Run 1, a small window of the routed layout:
Region (30, 30) to (70, 70) µm. Cells in gray, sequential cells in the stronger gray; small squares are vias.
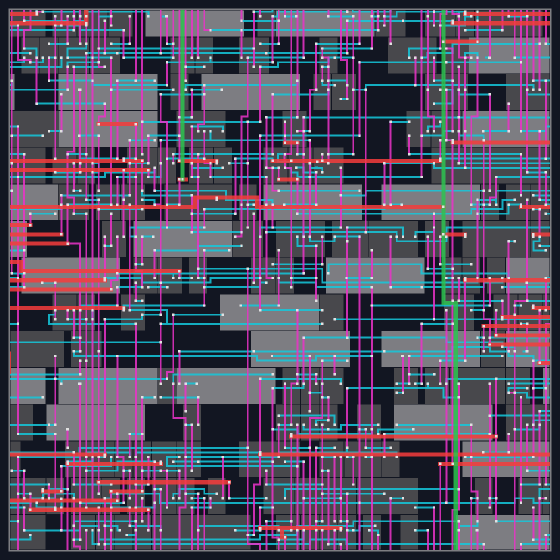
Run 1, the metal 2 layer:
Drawn at 4 px/µm. Cells faint in the background.
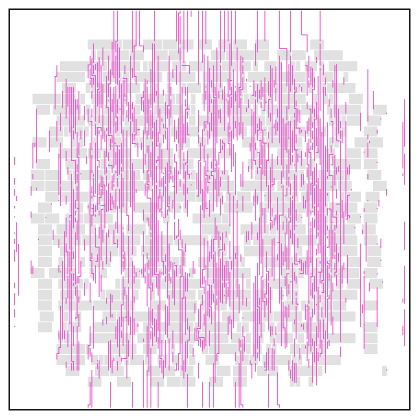
Run 1, placed standard cells:
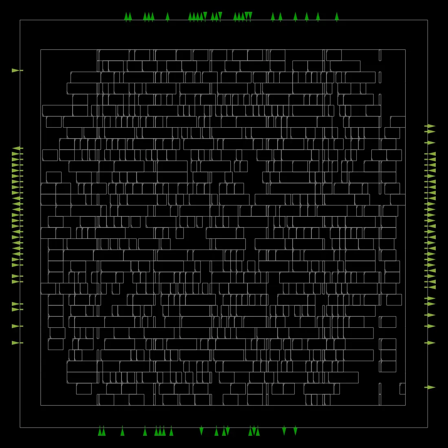
==> config.mk <==
export PLATFORM = sky130hd
export DESIGN_NAME = alu_seq_multiplier
export DESIGN_NICKNAME = d
export VERILOG_FILES = /design/src/rtl/alu_seq_multiplier.sv
export SDC_FILE = /design/constraint.sdc
export NUM_CORES = 1
export LEC_CHECK = 0
export ABC_AREA = 1
export ABC_CLOCK_PERIOD_IN_PS = 4100
export CORE_MARGIN = 5
export CORE_UTILIZATION = 54
export CTS_CLUSTER_DIAMETER = 150
export DETAILED_ROUTE_END_ITERATION = 12
export PLACE_DENSITY_LB_ADDON = 0.25
export SLEW_MARGIN = 5
export SYNTH_ARGS = -nofsm -noshare
export SYNTH_HDL_FRONTEND = slang
export SYNTH_SLANG_ARGS = --single-unit
==> constraint.sdc <==
create_clock -name clk -period 4.1 [get_ports clk]
set_input_delay 0.82 -clock clk [delete_from_list [all_inputs] [get_ports clk]]
set_output_delay 0.82 -clock clk [all_outputs]
set_load 0.05 [all_outputs]
==> changes_impl.md <==
## Implementation

- Status: finished clean
- CP Buf/Inv Count: 3
- Final setup fails: 0
- Clock Root Buffer: clkbuf_8
- Hold-fix buffers, CTS: 0
- GR Util met3: 4.137%
- Post-layout period usage: 71.49%
- MaxCap Viol Count: 0
- Logic area: 0.002132 mm²
- Share of cells above drive strength 1: 6.354%
- Crit. path cell count: 8
- Hold path cells: 2
- Clock Skew: 0.01167 ns
- Final hold vios: 0
- Die ar.: 0.009946 mm²
- CTS tree: done
- Worst setup EP type: flop
- CTS H-Tree Depth: 3
- Die height: 99.73 µm
- Fin Setup TNS: 0 ns
- Slowest stage delay, CP: 0.58 ns
- Max VDD drop: 0.0002574 V
- Core Util at FP: 55.98%
- Worst Path Required: 4.34 ns
- Dpl cell area: 0.005265 mm²
- Crit path arrival time: 3.18 ns
- Tightest Pin Transition: 1.229 ns
- Fill cell count: 641
- Initial antenna violation count: 0
- Syn nets: 642
- Clock transition at path regs: 0.09 ns
- First-pass GRT wire length: 19700 µm
- Yosys cell types: 31
- Largest net degree at the start of global routing: 69
- Number of global-route vias before repair: 4140
- Crit-path cells: inv_1 > ha_1 > inv_2 > nand2_1 > nand2_4 > clkinv_2 > o21ai_0 > a21oi_1
- Hold Crit Class: flop to flop
- Syn Area/Cell: 7.432 µm²
- Yosys Chip Area: 0.004348 mm²
- FF-to-FF setup slack: 1.17 ns
- Cell total in the yosys stat output: 585
- Die Wd: 99.73 µm
- Flops after synth: 91
- Final Max-Slew Violation Tally: 0
- Late-Pin Clk Latency: 0.35 ns
- PortBufs: 103
- RePlAce Congestion: 0.8667
- Design area: 0.005460 mm²
- Tmin final: 2.931 ns
- Worst Setup Path Type: flop to flop
- Reg area: 0.001822 mm²
- RSZ-0062 raised after global routing: false
- Area grow syn2layout: 25.58%
- LEAKAGE: 2.359 nW
- Most Used Layer, Global Route: met2
- Tot GR Track Use: 24.24%
- CP max FO: 37
- Initial DRC Count: 289
- Setup bufs post-CTS: 0
- Register area share after synthesis: 41.90%
- Overflow after GRT: 0
- Via density: 5.738
- Antenna diodes: 0
- Area of the core: 0.007767 mm²
- DPL Wire Length: 8087 µm
- Critical Path Start Type: flop
- Mapped cell area: 0.004348 mm²
- Commonest Layout Cell: nand2_1
- M1 GR Usage: 32.56%
- # DRC: 0
- FF-to-FF path depth: 8
- Top logic cells by instance count in the layout: nand2_1 (196), clkdlybuf4s50_1 (102), dfxtp_1 (91)
- Cts repair resizes: 0
- Layout Nets: 713
- CP delay by family, top: buffers and inverters
- Log Warnings: 30
- Clock buffer depth: 2
- Max-slew headroom: 17.79%
- Routed Antenna Nets: 0
- Number of placed I/O pins: 105
- Critical-path top delay cell: ha_1
- YS warnings: 0
- DRT Pass-1 Iters: 5
- CTS buffer count: 9
- Wire per inst: 16.00 µm
- Cell Pwr Density: 419.1 mW/mm²
- Mapped Cells: 585
- Clock Sinks: 91
- Max Fclk: 341.2 MHz
- Num rows: 32
-- 'a small window of the routed layout' (at the start) --
layer	color
M4	green
M1	cyan
M3	red
M2	magenta
most frequent	nand2_1 (36), a21oi_1 (24), dfxtp_1 (21)
sequential cells in the window	21
cells with their middle in the window	146

-- 'the metal 2 layer' (at the start) --
share of all routed wire	48%
main direction	vertical
GR Util met2: 39.56%
WL final: 12210 µm
Vias: 4378

-- 'placed standard cells' (at the start) --
Flop Count: 91
Seq/total area: 33.36%
Tap Cells: 102
tally of non-filler cells in the final layout: 763

==> run 1: metrics by stage <==
stage                     cells  utilization, %  hold slack (ns)  worst slack [ns]  power, mW
after CTS                   763           70.30           0.4697             1.254      2.284
final                       763           70.30           0.4665             1.169      2.288
after floorplan             585               -           0.4437             2.477      1.503
after global placement      747           67.78           0.4563             1.286      1.673
after global routing        763           70.30           0.4965            0.9493      2.383
after detailed placement    747           67.78           0.4560             1.239      1.689
==> run 1: worst min-delay path, stage by stage (launching register included) <==
cell and delay [ns]:
dfxtp_1 0.32, nand2_1 0.06, a21oi_1 0.05
==> run 1: kinds of logic (layout without fill, tap and decap cells) <==
logic type,Yosys count,count (layout),synth area share (%)
adder cells (fa/ha/maj),6,6,1.727
flip-flops,91,91,41.90
buffers and inverters,79,155,9.122
AND-OR/OR-AND,127,127,18.88
other,1,1,0.08625
AND/OR/NAND/NOR,281,281,28.29
==> run 1: cell type report <==
cell class | count | share of cell area (%)
inverter | 31 | 2.200
clock buffer | 12 | 2.658
timing repair buffer | 108 | 19.48
multi-input combinational | 415 | 39.05
clock inverter | 4 | 0.9166
tap | 102 | 2.337
sequential | 91 | 33.36
==> run 1: cell usage after synthesis (all sizes together) <==
library cell | n | area (µm²)
inv | 27 | 103.9
nor2 | 10 | 53.80
nand3 | 34 | 170.2
o211a | 29 | 290.3
clkbuf | 16 | 60.06
buf | 32 | 216.5
nand4 | 35 | 225.2
nand3b | 2 | 15.01
a31oi | 1 | 6.260
ha | 6 | 75.07
clkinv | 4 | 16.26
o21ai | 22 | 110.1
a21oi | 73 | 399.1
nand2 | 200 | 765.7
conb | 1 | 3.750
a21boi | 1 | 7.510
a211oi | 1 | 7.510
dfxtp | 91 | 1822
==> run 1: routing by layer <==
layer  part of all wire (%)  routed length, µm  up-vias
li1                       -                  -     2103
met1                     42               5070     2021
met2                     48               5808      245
met3                     10               1227        9
met4                   0.85                104        0
met5                      0                  0        -
==> run 1: where the power goes <==
group | internal [mW] | switching [mW] | total, mW
sequential | 0.969 | 0.0606 | 1.03
clock | 0.298 | 0.309 | 0.607
combinational | 0.214 | 0.438 | 0.652
Power is estimated from default activity; no workload was simulated.
